===== src/rtl/qrisc_avalon_arbiter_pkg.sv =====
// qrisc_avalon_arbiter_pkg
//   Shared types and constants for the qrisc32 Avalon bus arbiter.
//   arb_state_t     : arbiter FSM encoding (idle / grant held)
//   ARB_MAX_MASTERS : upper bound on the number of master ports
package qrisc_avalon_arbiter_pkg;

    localparam int unsigned ARB_MAX_MASTERS = 8;

    typedef enum logic [0:0] {
        ARB_IDLE  = 1'b0,
        ARB_GRANT = 1'b1
    } arb_state_t;

endpackage


===== src/rtl/qrisc_avalon_arbiter_if.sv =====
// qrisc_avalon_arbiter_if
//   Bundle of the N-master side and the shared slave side of the arbiter.
//   m_addr/m_wdata/m_rd/m_wr : per-master request (packed per master)
//   m_wait_req               : per-master wait request
//   m_rdata                  : read data broadcast to all masters
//   s_addr/s_wdata/s_rd/s_wr : shared slave request
//   s_wait_req/s_rdata       : shared slave response
//   grant_idx                : current grant index (debug/trace)
//   Modport master : the arbiter, which masters the shared slave bus.
//   Modport slave  : the environment (CPU masters plus the slave device).
interface qrisc_avalon_arbiter_if #(
    parameter int unsigned N_MASTERS = 3,
    parameter int unsigned ADDR_W    = 32,
    parameter int unsigned DATA_W    = 32
);
    localparam int unsigned IDX_W = $clog2(N_MASTERS);

    logic [N_MASTERS-1:0][ADDR_W-1:0] m_addr;
    logic [N_MASTERS-1:0][DATA_W-1:0] m_wdata;
    logic [N_MASTERS-1:0]             m_rd;
    logic [N_MASTERS-1:0]             m_wr;
    logic [N_MASTERS-1:0]             m_wait_req;
    logic [DATA_W-1:0]                m_rdata;
    logic [ADDR_W-1:0]                s_addr;
    logic [DATA_W-1:0]                s_wdata;
    logic                             s_rd;
    logic                             s_wr;
    logic                             s_wait_req;
    logic [DATA_W-1:0]                s_rdata;
    logic [IDX_W-1:0]                 grant_idx;

    modport master (
        input  m_addr, m_wdata, m_rd, m_wr, s_wait_req, s_rdata,
        output m_wait_req, m_rdata, s_addr, s_wdata, s_rd, s_wr, grant_idx
    );

    modport slave (
        output m_addr, m_wdata, m_rd, m_wr, s_wait_req, s_rdata,
        input  m_wait_req, m_rdata, s_addr, s_wdata, s_rd, s_wr, grant_idx
    );

endinterface


===== src/rtl/qrisc_avalon_arbiter_pick.sv =====
// qrisc_arb_pick
//   Combinational winner picker.
//   req   : request vector
//   mask  : requests excluded from this pick
//   ptr   : round-robin pointer (last winner)
//   valid : a winner exists
//   idx   : winner index
//   Macro QRISC_ARB_ROUND_ROBIN_EN: defined -> round-robin starting at ptr+1
//   with ptr checked last; undefined -> fixed priority, lowest index wins.
module qrisc_arb_pick #(
    parameter int unsigned N_MASTERS = 3
) (
    input  logic [N_MASTERS-1:0]         req,
    input  logic [N_MASTERS-1:0]         mask,
    input  logic [$clog2(N_MASTERS)-1:0] ptr,
    output logic                         valid,
    output logic [$clog2(N_MASTERS)-1:0] idx
);
    localparam int unsigned IDX_W = $clog2(N_MASTERS);

    logic [N_MASTERS-1:0] elig;
    assign elig = req & ~mask;

`ifdef QRISC_ARB_ROUND_ROBIN_EN
    logic [IDX_W-1:0] cand;

    always_comb begin
        valid = 1'b0;
        idx   = '0;
        cand  = '0;
        // k = N_MASTERS lands back on ptr, so the last winner is checked last.
        for (int unsigned k = 1; k <= N_MASTERS; k++) begin
            cand = IDX_W'((32'(ptr) + k) % N_MASTERS);
            if (elig[cand] && !valid) begin
                valid = 1'b1;
                idx   = cand;
            end
        end
    end
`else
    logic unused_ptr;
    assign unused_ptr = ^ptr;

    always_comb begin
        valid = 1'b0;
        idx   = '0;
        for (int unsigned i = 0; i < N_MASTERS; i++) begin
            if (elig[i] && !valid) begin
                valid = 1'b1;
                idx   = IDX_W'(i);
            end
        end
    end
`endif

endmodule


===== src/rtl/qrisc_avalon_arbiter.sv =====
// qrisc_avalon_arbiter
//   N-master to one-slave Avalon arbiter for qrisc32. Registered grant held
//   for the whole wait-request-stretched transfer; back-to-back transfers
//   from different masters run without an idle cycle.
//   clk    : clock, rising edge
//   areset : asynchronous active-low reset
//   bus    : master/slave bundle (qrisc_avalon_arbiter_if.master)
//   Macro QRISC_ARB_ROUND_ROBIN_EN selects round-robin (defined) or fixed
//   lowest-index priority (undefined, no pointer register).
module qrisc_avalon_arbiter #(
    parameter int unsigned N_MASTERS = 3,
    parameter int unsigned ADDR_W    = 32,
    parameter int unsigned DATA_W    = 32
) (
    input  logic                    clk,
    input  logic                    areset,
    qrisc_avalon_arbiter_if.master  bus
);
    import qrisc_avalon_arbiter_pkg::*;

    localparam int unsigned IDX_W = $clog2(N_MASTERS);

    arb_state_t           state_q, state_d;
    logic [IDX_W-1:0]     grant_q, grant_d;
    logic [N_MASTERS-1:0] req;
    logic [N_MASTERS-1:0] pick_mask;
    logic                 pick_valid;
    logic [IDX_W-1:0]     pick_idx;
    logic [IDX_W-1:0]     pick_ptr;
    logic                 grant_load;

    assign req = bus.m_rd | bus.m_wr;

    // While granted, the holder's request is the transfer in flight, so it
    // is excluded from the pick made in its completion cycle.
    always_comb begin
        pick_mask = '0;
        if (state_q == ARB_GRANT) begin
            pick_mask[grant_q] = 1'b1;
        end
    end

    qrisc_arb_pick #(
        .N_MASTERS(N_MASTERS)
    ) u_pick (
        .req  (req),
        .mask (pick_mask),
        .ptr  (pick_ptr),
        .valid(pick_valid),
        .idx  (pick_idx)
    );

`ifdef QRISC_ARB_ROUND_ROBIN_EN
    logic [IDX_W-1:0] ptr_q, ptr_d;

    always_comb begin
        ptr_d = ptr_q;
        if (grant_load) begin
            ptr_d = pick_idx;
        end
    end

    always_ff @(posedge clk or negedge areset) begin
        if (!areset) begin
            ptr_q <= IDX_W'(N_MASTERS - 1);
        end else begin
            ptr_q <= ptr_d;
        end
    end

    assign pick_ptr = ptr_q;
`else
    assign pick_ptr = '0;
`endif

    always_comb begin
        state_d    = state_q;
        grant_d    = grant_q;
        grant_load = 1'b0;
        case (state_q)
            ARB_IDLE: begin
                if (pick_valid) begin
                    state_d    = ARB_GRANT;
                    grant_load = 1'b1;
                end
            end
            ARB_GRANT: begin
                if (!req[grant_q]) begin
                    // Request withdrawn before completion: abandon.
                    state_d = ARB_IDLE;
                end else if (!bus.s_wait_req) begin
                    if (pick_valid) begin
                        grant_load = 1'b1;
                    end else begin
                        state_d = ARB_IDLE;
                    end
                end
            end
            default: state_d = ARB_IDLE;
        endcase
        if (grant_load) begin
            grant_d = pick_idx;
        end
    end

    always_ff @(posedge clk or negedge areset) begin
        if (!areset) begin
            state_q <= ARB_IDLE;
            grant_q <= '0;
        end else begin
            state_q <= state_d;
            grant_q <= grant_d;
        end
    end

    // Slave side is a combinational mux of the granted master; rd is
    // suppressed when the same master also asserts wr.
    always_comb begin
        bus.s_addr     = '0;
        bus.s_wdata    = '0;
        bus.s_rd       = 1'b0;
        bus.s_wr       = 1'b0;
        bus.m_wait_req = '1;
        if (state_q == ARB_GRANT) begin
            bus.s_addr              = bus.m_addr[grant_q];
            bus.s_wdata             = bus.m_wdata[grant_q];
            bus.s_wr                = bus.m_wr[grant_q];
            bus.s_rd                = bus.m_rd[grant_q] & ~bus.m_wr[grant_q];
            bus.m_wait_req[grant_q] = bus.s_wait_req;
        end
    end

    assign bus.m_rdata   = bus.s_rdata;
    assign bus.grant_idx = grant_q;

endmodule


===== src/flat_wrapper.sv =====
// flat-port wrapper written by rule: the top's interface ports become plain ports
module qrisc_avalon_arbiter_flat import qrisc_avalon_arbiter_pkg::*;
#(
    parameter int unsigned N_MASTERS = 3,
    parameter int unsigned ADDR_W    = 32,
    parameter int unsigned DATA_W    = 32
)
  (clk, areset, bus_m_addr, bus_m_wdata, bus_m_rd, bus_m_wr, bus_s_wait_req, bus_s_rdata, bus_m_wait_req, bus_m_rdata, bus_s_addr, bus_s_wdata, bus_s_rd, bus_s_wr, bus_grant_idx);
  qrisc_avalon_arbiter_if #(.N_MASTERS(N_MASTERS), .ADDR_W(ADDR_W), .DATA_W(DATA_W)) bus_i ();
  input  logic clk;
  input  logic areset;
  input wire logic [$bits(bus_i.m_addr)-1:0] bus_m_addr;
  input wire logic [$bits(bus_i.m_wdata)-1:0] bus_m_wdata;
  input wire logic [$bits(bus_i.m_rd)-1:0] bus_m_rd;
  input wire logic [$bits(bus_i.m_wr)-1:0] bus_m_wr;
  input wire logic [$bits(bus_i.s_wait_req)-1:0] bus_s_wait_req;
  input wire logic [$bits(bus_i.s_rdata)-1:0] bus_s_rdata;
  output wire logic [$bits(bus_i.m_wait_req)-1:0] bus_m_wait_req;
  output wire logic [$bits(bus_i.m_rdata)-1:0] bus_m_rdata;
  output wire logic [$bits(bus_i.s_addr)-1:0] bus_s_addr;
  output wire logic [$bits(bus_i.s_wdata)-1:0] bus_s_wdata;
  output wire logic [$bits(bus_i.s_rd)-1:0] bus_s_rd;
  output wire logic [$bits(bus_i.s_wr)-1:0] bus_s_wr;
  output wire logic [$bits(bus_i.grant_idx)-1:0] bus_grant_idx;
  assign bus_i.m_addr = bus_m_addr;
  assign bus_i.m_wdata = bus_m_wdata;
  assign bus_i.m_rd = bus_m_rd;
  assign bus_i.m_wr = bus_m_wr;
  assign bus_i.s_wait_req = bus_s_wait_req;
  assign bus_i.s_rdata = bus_s_rdata;
  assign bus_m_wait_req = bus_i.m_wait_req;
  assign bus_m_rdata = bus_i.m_rdata;
  assign bus_s_addr = bus_i.s_addr;
  assign bus_s_wdata = bus_i.s_wdata;
  assign bus_s_rd = bus_i.s_rd;
  assign bus_s_wr = bus_i.s_wr;
  assign bus_grant_idx = bus_i.grant_idx;
  qrisc_avalon_arbiter #(.N_MASTERS(N_MASTERS), .ADDR_W(ADDR_W), .DATA_W(DATA_W)) u_core (.clk(clk), .areset(areset), .bus(bus_i));
endmodule

===== config.mk =====
export PLATFORM = sky130hd
export DESIGN_NAME = qrisc_avalon_arbiter_flat
export DESIGN_NICKNAME = d
export VERILOG_FILES = /design/src/rtl/qrisc_avalon_arbiter_pkg.sv /design/src/rtl/qrisc_avalon_arbiter_if.sv /design/src/rtl/qrisc_avalon_arbiter_pick.sv /design/src/rtl/qrisc_avalon_arbiter.sv /design/src/flat_wrapper.sv
export SDC_FILE = /design/constraint.sdc
export NUM_CORES = 1
export LEC_CHECK = 0
export CAP_MARGIN = 20
export CORE_AREA = 3 3 131 133
export CTS_CLUSTER_SIZE = 28
export DETAILED_ROUTE_END_ITERATION = 6
export DIE_AREA = 0 0 134 136
export HOLD_SLACK_MARGIN = 0.12
export SYNTH_ARGS = -nofsm -noshare
export SYNTH_HDL_FRONTEND = slang
export SYNTH_SLANG_ARGS = --single-unit

===== constraint.sdc =====
create_clock -name clk -period 1.9 [get_ports clk]
set_input_delay 0.38 -clock clk [delete_from_list [all_inputs] [get_ports clk]]
set_output_delay 0.38 -clock clk [all_outputs]
set_load 0.01 [all_outputs]

==> notes.md, run 1 <==
Here are the numbers from the latest Yosys + OpenROAD run.

The run finished, with violations left. The checks that failed: negative setup slack. The fraction of power consumed by the clock network is 4.5%. The flow measured a signed area growth from synthesis to layout of 167%. The count of inserted antenna diode cells came out at 0. The count of max-cap constraint violations came out at 0. The pre-CTS worst setup slack came out at -0.603 ns.

The number of warning messages in the logs came out at 28. The number of buffers on the longest clock path is 2. In the power breakdown, the biggest contributor is combinational logic. Per the post-synthesis report, the nets total 595. In the final layout, the share of cells above drive strength 1 is 31.3%. The portion of netlist area occupied by mux cells came out at 30.6%.

The fraction of the mapped netlist area in simple logic gates came out at 27.7%. The class of the most critical setup path is reg2out. For the worst setup path, the data required time is 1.52 ns.

The last timing report of the flow puts the setup violation total at 64. The Yosys step of the flow raised 0 warnings. The critical path ends at bus_s_wdata[6].

The final design instance area without fill is 0.00575 mm^2. The pin count of the biggest net entering global routing came out at 27. OpenSTA lists the critical path startpoint as u_core.bus.grant_idx[0]. The most common logic cells in the final layout are sky130_fd_sc_hd__clkdlybuf4s50_1, sky130_fd_sc_hd__nor2_1, sky130_fd_sc_hd__buf_2. The cell-internal power came out at 3990 uW. The floorplan has 46 rows. Looking at the VDD voltage map, the peak drop is 0.610 mV.

Once the clock tree was built, the resizer swapped 315 gates to a different size. In this design, the critical path's most frequently occurring cell is sky130_fd_sc_hd__buf_12. The final worst setup slack is -0.192 ns.

The sequential cell power is 159 uW. The largest driver fanout on the critical path is 8. The data arrival time reported for the critical path is 1.71 ns. The area fraction in full adders, half adders and majority gates is 0%. The average wire length per cell after detail routing is 15.8 um. In this run the clock root is driven by a sky130_fd_sc_hd__clkbuf_16. The worst relative slew slack is 79.8%. The first-pass iteration count of the detailed router is 4.

For this run, the slowest stage of the critical path takes 0.55 ns. The count of non-filler cells in the finished layout came out at 870. The endpoint class of the critical path is an output pin.

The report lists the cells along the critical path as nor2b_4 -> buf_12 -> buf_12 -> buf_12 -> buf_6 -> a21oi_4 -> nor2_1 -> buf_2. The netlist area before placement is 0.00216 mm^2. In this run, distinct cell masters in the synthesized netlist total 27. The final routed DRC violation total came out at 0.

Synthesis handed over a netlist of 362 instances. The maximum clock rate came out at 478 MHz. The stat command in Yosys gives a chip area of 0.00216 mm^2. The number of setup buffers added after CTS is 19.

The overall die size recorded for this design is 0.0182 mm^2. The initial cell density of the core came out at 13.5%.
## run 1: sequential cells by signal (all words and copies together), names as in the netlist
register              flops
u_core.bus.grant_idx      2
u_core.state_q            1
## run 1: synth_stat cells, types with 2 or more instances
master / n / area [um^2]
sky130_fd_sc_hd__nand2_1: 5 / 18.8
sky130_fd_sc_hd__nor3_1: 2 / 10.0
sky130_fd_sc_hd__buf_1: 3 / 11.3
sky130_fd_sc_hd__dfrtp_1: 3 / 75.1
sky130_fd_sc_hd__buf_2: 10 / 50.1
sky130_fd_sc_hd__a21oi_1: 68 / 340
sky130_fd_sc_hd__inv_1: 2 / 7.51
sky130_fd_sc_hd__o21ai_0: 2 / 10.0
sky130_fd_sc_hd__nor2_1: 133 / 499
sky130_fd_sc_hd__buf_4: 38 / 285
sky130_fd_sc_hd__nor2b_1: 3 / 18.8
sky130_fd_sc_hd__o31ai_1: 2 / 15.0
sky130_fd_sc_hd__clkbuf_1: 12 / 45.0
sky130_fd_sc_hd__mux2i_1: 66 / 661
## run 1: worst max-delay path, delay by kind of cell (launching register included)
family / cells / cell delay [ns]
buffers and inverters: 5 / 0.65
flip-flops: 1 / 0.55
AND/OR/NAND/NOR: 2 / 0.25
AND-OR/OR-AND: 1 / 0.05
## run 1: per-layer routing
metal | track usage, % | up-vias | share of wire [%]
met1 | 14.4 | 1562 | 38
met4 | 3.60 | 0 | 2.3
met5 | 0 | - | 0
met3 | 4.00 | 32 | 9.5
li1 | - | 1779 | -
met2 | 25.5 | 184 | 51
## run 1: area by class of cell
type,instances,area [um^2]
fillers,1699,10200
inverters,2,7.51
flip-flops and latches,3,80.1
clock buffers,4,78.8
well taps,216,270
multi-input cells,294,1890
repair buffers,351,3430
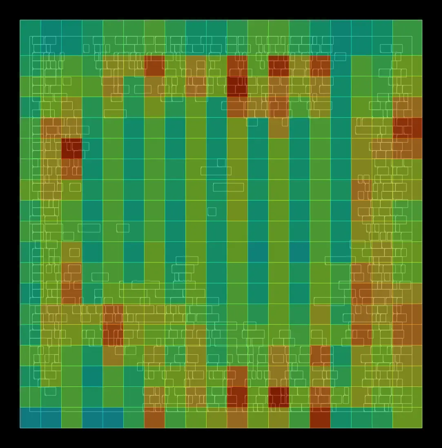
(run_1/final_congestion.png)
final standard cell utilization of the core: 36.1%
Overall Global Routing Usage: 13.4%
global routing met1 resource utilization: 14.4%
met2 track utilization from global routing: 25.5%

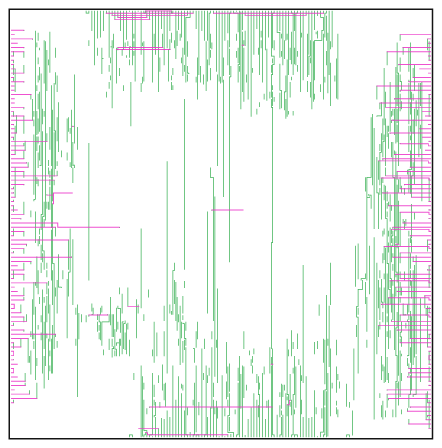
(run_1/metal_stack.png)
Two of the layers only.
Key: green = met2 [wire length 6,920 um]; magenta = met3 [wire length 1,300 um]

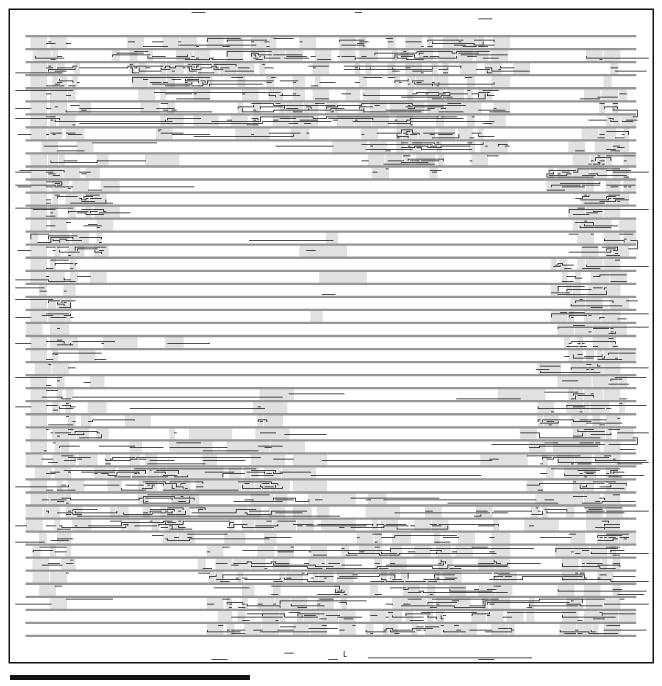
(run_1/met1.png)
Scale bar: 50 um. Supply wires on this layer in grey.
The wires run mostly horizontal. The layer holds 38% of the routed length. The longest straight run is 54.7 um. The layer carries 5,170 um of wire.

==> run_1/pdn.png <==
Pins as bars on the die edge. Tap cells in grey.
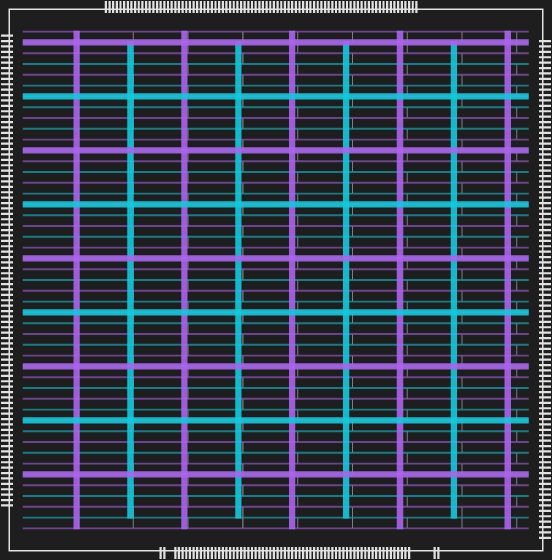

==> run 1 -> run 2 <==
--- a/config.mk
+++ b/config.mk
@@ -6,10 +6,10 @@
 export NUM_CORES = 1
 export LEC_CHECK = 0
 export CAP_MARGIN = 20
-export CORE_AREA = 3 3 131 133
+export CORE_AREA = 8 8 125 127
 export CTS_CLUSTER_SIZE = 28
 export DETAILED_ROUTE_END_ITERATION = 6
-export DIE_AREA = 0 0 134 136
+export DIE_AREA = 0 0 133 135
 export HOLD_SLACK_MARGIN = 0.12
 export SYNTH_ARGS = -nofsm -noshare
 export SYNTH_HDL_FRONTEND = slang
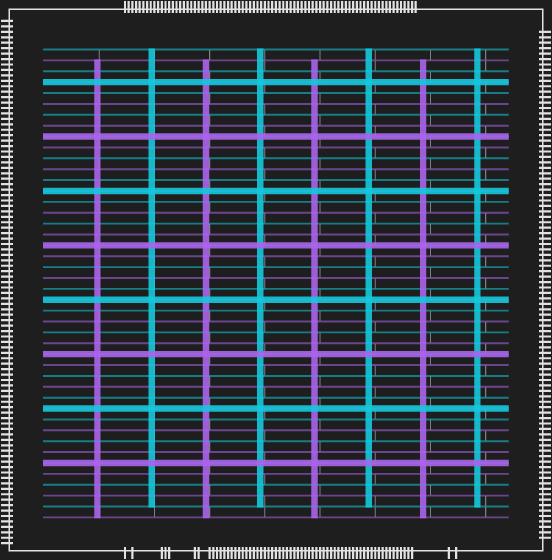
(run_2/pdn.png)
Pins as bars on the die edge. Tap cells in grey.
Key: purple = VSS; cyan = VDD
336 signal pins sit on the boundary. 8 straps on met5. The core has 43 rows.
horizontal extent of the die: 133 um
Die Y-Extent: 135 um

==> notes.md, run 2 <==
Here are the numbers from the latest Yosys + OpenROAD run.

The final routed DRC violation total is 0 (unchanged). The sequential element share of the synthesized area is 3.48% (unchanged). The number of warning messages in the logs is 28 (unchanged). The critical path's top delay family is buffers and inverters (unchanged). The most frequent logic cell in the layout was sky130_fd_sc_hd__clkdlybuf4s50_1 (unchanged). The total I/O pin count is 336 (unchanged).

The critical path's most frequent cell was sky130_fd_sc_hd__nor2_1 (was sky130_fd_sc_hd__buf_12). The data arrival time of the critical path came out at 1.67 ns (was 1.71 ns). The pin count of the biggest net entering global routing came to 35 (was 27). The number of buffers and inverters on the critical path came out at 4 (was 5). The area of the synthesized netlist per yosys stat came to 0.00216 mm^2 (unchanged).

The clock sink count is 3 (unchanged). The cell with the largest stage delay on the worst path is sky130_fd_sc_hd__dfrtp_4 (unchanged). The worst relative slew slack was 80.6% (was 79.8%). Run status: finished, violations left (unchanged). The number of cells upsized or downsized after cts was 305 (was 315). The global-route track usage on met1 came out at 14.9% (was 14.4%).

The final HPWL from detailed placement is 11,100 um (was 9940 um). The number of buffers on the longest clock path is 2 (unchanged). The fraction of final layout cells sized beyond drive strength 1 is 25.1% (was 31.3%).

The average wire length per cell after detail routing came to 17.3 um (was 15.8 um). The growth of design area from synthesis to finish is 147% (was 167%). Cell types occupying the most area after synthesis: sky130_fd_sc_hd__mux2i_1, sky130_fd_sc_hd__nor2_1, sky130_fd_sc_hd__a21oi_1 (unchanged). The distinct cell type count of the synthesized netlist came out at 27 (unchanged). The count of non-filler cells in the finished layout came out at 814 (was 870). The number of antenna violations at the first check in global routing came to 0 (unchanged).

The total of endpoints with negative setup slack in the final report came out at 64 (unchanged). The final design instance area without fill is 0.00534 mm^2 (was 0.00575 mm^2). The routing layer with the top usage in global route was met2 (unchanged).

The portion of the clock cycle consumed by the worst path in the final layout came out at 108% (was 110%). The DRC violation total after the first TritonRoute iteration came out at 96 (unchanged). The met2 track demand over resource in global routing came out at 25.8% (was 25.5%). Violated checks: negative setup slack (unchanged).

The worst min-delay path class is in2async (unchanged). The netlist area before placement is 0.00216 mm^2 (unchanged). The site row count came to 43 (was 46). The leakage power figure came out at 0.00231 uW (was 0.00245 uW).

The final worst setup slack is -0.153 ns (was -0.192 ns). The count of inserted antenna diode cells was 0 (unchanged). The final cell utilization of the core came out at 39.2% (was 36.1%). Most numerous logic cells after layout: sky130_fd_sc_hd__clkdlybuf4s50_1, sky130_fd_sc_hd__nor2_1, sky130_fd_sc_hd__mux2i_1 (was sky130_fd_sc_hd__clkdlybuf4s50_1, sky130_fd_sc_hd__nor2_1, sky130_fd_sc_hd__buf_2). The peak supply drop was 0.482 mV (was 0.610 mV). The count of max-cap constraint violations came out at 0 (unchanged). The via-per-instance ratio was 4.41 (was 4.09). The first-pass iteration count of the detailed router came out at 4 (unchanged).

The fraction of synthesized cell area taken by the top area cell type is 30.6% (unchanged). The class of the most critical setup path was reg2out (unchanged). The worst stage delay on the critical path is 0.50 ns (was 0.55 ns). The number of H-tree levels was 1 (unchanged). The number of buffers inserted by hold repair at cts is 0 (unchanged). The number of cells produced by synthesis is 362 (unchanged). The CTS buffer count came out at 3 (unchanged). The transition time at the pin with the least slew margin was 0.288 ns (was 0.300 ns). The met3 usage came out at 4.87% (was 4.00%). The biggest area consumer among synthesized cells is sky130_fd_sc_hd__mux2i_1 (unchanged). The number of flip-flops in the largest register is 2 (unchanged). The endpoint required time on the critical path came out at 1.52 ns (about the same). The floorplan die area is 0.0180 mm^2 (was 0.0182 mm^2).

The final setup TNS is -4.37 ns (was -5.92 ns). The number of nets at floorplan came to 595 (unchanged). Chain of cells forming the critical path: buf_12 -> buf_8 -> buf_6 -> mux2i_1 -> nor2_1 -> a21oi_1 -> nor2_1 -> buf_2 (was nor2b_4 -> buf_12 -> buf_12 -> buf_12 -> buf_6 -> a21oi_4 -> nor2_1 -> buf_2). The maximum clock rate is 487 MHz (was 478 MHz). The clock root buffer master is sky130_fd_sc_hd__clkbuf_16 (unchanged). The global-route wire length before repair came out at 20,800 um (was 19,300 um). The endpoint class of the critical path is an output pin (unchanged). The number of setup buffers added after CTS is 21 (was 19). The count of flip-flops with a built-in enable after synthesis is 0 (unchanged). The largest driver fanout on the critical path is 6 (was 8). The fill cell instance count of the final layout came out at 1,425 (was 1,699).

The pre-CTS worst setup slack is -0.448 ns (was -0.603 ns). The most frequently used cell type in the post-synthesis netlist is sky130_fd_sc_hd__nor2_1 (unchanged). Commonest cells in the netlist: sky130_fd_sc_hd__nor2_1, sky130_fd_sc_hd__a21oi_1, sky130_fd_sc_hd__mux2i_1 (unchanged). The overall routing resource usage is 14.2% (was 13.4%). The count of synthesis-stage warnings from yosys was 0 (unchanged). The initial cell density of the core is 15.9% (was 13.5%).
run 2: worst paths after layout:
| kind | slack, ns | cells after the start | from | end |
|---|---|---|---|---|
| max reg2reg | 0.16 | 6 | u_core.bus.grant_idx[0] | u_core.bus.grant_idx[0] |
| min reg2reg | 0.81 | 3 | u_core.state_q | u_core.state_q |
| max in group asynchronous | 1.41 | 1 | areset | u_core.bus.grant_idx[0] |
| min | 0.34 | 1 | areset | u_core.state_q |
| min in group clk | 0.76 | 0 | bus_s_rdata[10] | bus_m_rdata[10] |
| max | -0.15 | 8 | u_core.bus.grant_idx[0] | bus_s_wdata[23] |
run 2: layout make-up:
| type | instances | area (um^2) | area share, % |
|---|---|---|---|
| clock buffers | 4 | 78.8 | 1.48 |
| repair buffers | 331 | 3150 | 59.1 |
| well taps | 180 | 225 | 4.22 |
| multi-input cells | 294 | 1790 | 33.6 |
| inverters | 2 | 7.51 | 0.141 |
| flip-flops and latches | 3 | 80.1 | 1.50 |
run 2: cells by family (layout without fill, tap and decap cells):
family | Yosys count | count (layout) | share of synthesized area, %
AND-OR/OR-AND | 79 | 79 | 19.7
buffers and inverters | 65 | 337 | 18.5
flip-flops | 3 | 3 | 3.48
multiplexers | 66 | 66 | 30.6
AND/OR/NAND/NOR | 149 | 149 | 27.7
run 2: metal layers:
metal / vias to the layer above / part of all wire (%)
met5: - / 0
met4: 0 / 2.3
met3: 36 / 9.7
met2: 194 / 50
met1: 1628 / 38
li1: 1729 / -
run 2: power breakdown:
part	internal (uW)	total [uW]	switching (uW)
sequential	101	143	41.5
combinational	3080	6010	2930
clock	277	334	57.1
==> run_2/met1.png <==
Scale bar: 50 um. Supply wires on this layer in grey.
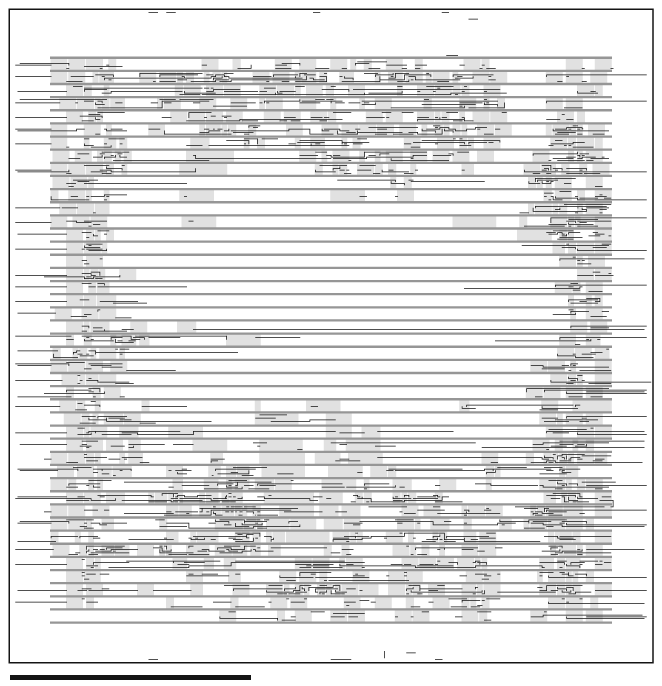

==> run 2 -> run 3 <==
--- a/config.mk
+++ b/config.mk
@@ -11,6 +11,8 @@
 export DETAILED_ROUTE_END_ITERATION = 6
 export DIE_AREA = 0 0 133 135
 export HOLD_SLACK_MARGIN = 0.12
+export REMOVE_ABC_BUFFERS = 1
 export SYNTH_ARGS = -nofsm -noshare
 export SYNTH_HDL_FRONTEND = slang
 export SYNTH_SLANG_ARGS = --single-unit
+export TNS_END_PERCENT = 30
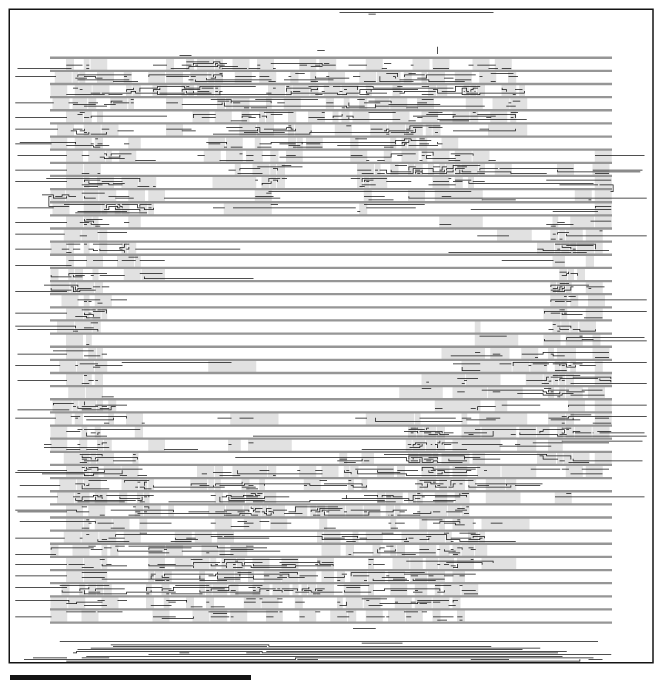
(run_3/met1.png)
Scale bar: 50 um. Supply wires on this layer in grey.
740 nets have wire on it. The wires run mostly horizontal.

==> notes.md, run 3 <==
Here are the numbers from the latest Yosys + OpenROAD run.

The global-route wire length before repair is 22,500 um (was 20,800 um). The worst min-delay path class is in2async (unchanged). The number of flip-flops in the largest register is 2 (unchanged). The final setup TNS is -5.23 ns (was -4.37 ns). The final HPWL from detailed placement is 12,500 um (was 11,100 um). The sequential cell power came out at 157 uW (was 143 uW).

The total of endpoints with negative setup slack in the final report is 67 (was 64). The footprint of the multi-input gates is 0.00177 mm^2 (was 0.00179 mm^2). The count of non-filler cells in the finished layout is 803 (was 814). The overall routing resource usage was 16.1% (was 14.2%). The maximum clock rate came out at 492 MHz (was 487 MHz). The fill cell instance count of the final layout came out at 1,441 (was 1,425).

The final cell utilization of the core is 38.7% (was 39.2%). The number of cells produced by synthesis is 362 (unchanged). The width of the die was 133 um (unchanged). The most frequent logic cell in the layout was sky130_fd_sc_hd__clkdlybuf4s50_1 (unchanged). The final routed DRC violation total was 0 (unchanged). The portion of the clock cycle consumed by the worst path in the final layout came out at 107% (was 108%).

Run status: finished, violations left (unchanged). The count of synthesis-stage warnings from yosys is 0 (unchanged). The data arrival time of the critical path is 1.65 ns (was 1.67 ns).

The final worst setup slack is -0.135 ns (was -0.153 ns). The share of total power consumed by net switching is 47.5% (was 46.7%). The switching power of the nets came out at 3030 uW (about the same).

The routing layer with the top usage in global route was met2 (unchanged). The pin count of the biggest net entering global routing came out at 36 (was 35). The via-per-instance ratio is 4.44 (was 4.41). The fraction of synthesized cell area taken by the top area cell type came out at 30.6% (unchanged). The DRC violation total after the first TritonRoute iteration is 157 (was 96). The largest driver fanout on the critical path came out at 18 (was 6). The pre-CTS worst setup slack is -0.294 ns (was -0.448 ns). The fraction of final layout cells sized beyond drive strength 1 was 23.4% (was 25.1%).

Violated checks: negative setup slack (unchanged). Cell types occupying the most area after synthesis: sky130_fd_sc_hd__mux2i_1, sky130_fd_sc_hd__nor2_1, sky130_fd_sc_hd__a21oi_1 (unchanged). The met2 wirelength from detailed routing is 7330 um (was 7040 um). The endpoint required time on the critical path came out at 1.52 ns (about the same).
==> run 3: cell counts after synthesis <==
No cell type changed its count.
==> run 3: cell type report <==
cell class | instances | area share, %
Inverter | 2 | 0.142
Timing Repair Buffer | 320 | 58.9
Multi-Input combinational cell | 294 | 33.6
Clock buffer | 4 | 1.50
Tap cell | 180 | 4.27
Sequential cell | 3 | 1.52
==> run 3: final timing paths <==
kind / slack, ns / cells after the start / start / endpoint
min reg2reg: 0.78 / 3 / u_core.state_q / u_core.state_q
max reg2reg: -0.05 / 8 / u_core.bus.grant_idx[0] / u_core.bus.grant_idx[0]
min: 0.35 / 1 / areset / u_core.bus.grant_idx[0]
max: -0.13 / 6 / u_core.bus.grant_idx[0] / bus_s_wdata[30]
min in group clk: 0.76 / 0 / bus_s_rdata[20] / bus_m_rdata[20]
max in group asynchronous: 1.38 / 1 / areset / u_core.bus.grant_idx[0]
==> run 3: worst max-delay path, cell delays in order, from the launching register on <==
cell and delay [ns]:
sky130_fd_sc_hd__dfrtp_4 0.51, sky130_fd_sc_hd__buf_16 0.19, sky130_fd_sc_hd__mux2i_1 0.25, sky130_fd_sc_hd__nor2_1 0.06, sky130_fd_sc_hd__a21oi_1 0.12, sky130_fd_sc_hd__nor2_1 0.05, sky130_fd_sc_hd__clkdlybuf4s15_2 0.22
==> run 3: repair_timing <==
action | 4_1_cts | 5_1_grt
resized | 289 | 17
gates cloned | 6 | 3
setup buffers | 6 | 7
pin swaps | 3 | 11
endpoints found under the setup margin | 69 | 69
==> run 3: logic make-up (layout without fill, tap and decap cells) <==
family	after synthesis	count (layout)	synth area share, %
AOI/OAI and AO/OA	79	79	19.7
DFF	3	3	3.48
muxes	66	66	30.6
buffers and inverters	65	326	18.5
and+or+nand+nor	149	149	27.7

==> notes/layouts.md <==
Pictures saved along the way, in no particular order.

Nets reached from selected ports.
Scale bar: 50 um.
image #1
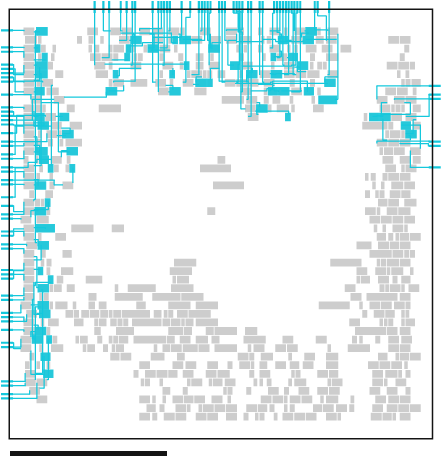
image #2
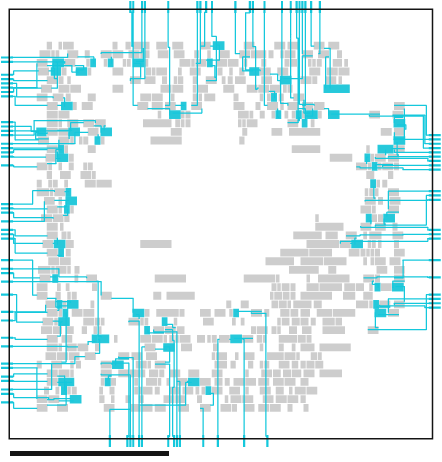
run 1 -> image #1
run 3 -> image #2

Key to image #1:
Key: cyan = bus_m_wdata [direction input, edge 46 left, 44 top, 6 right, end cells 64, buffers 96, wire 2,050 um]

No activity file was given, so power comes from the tool's default toggle rates.
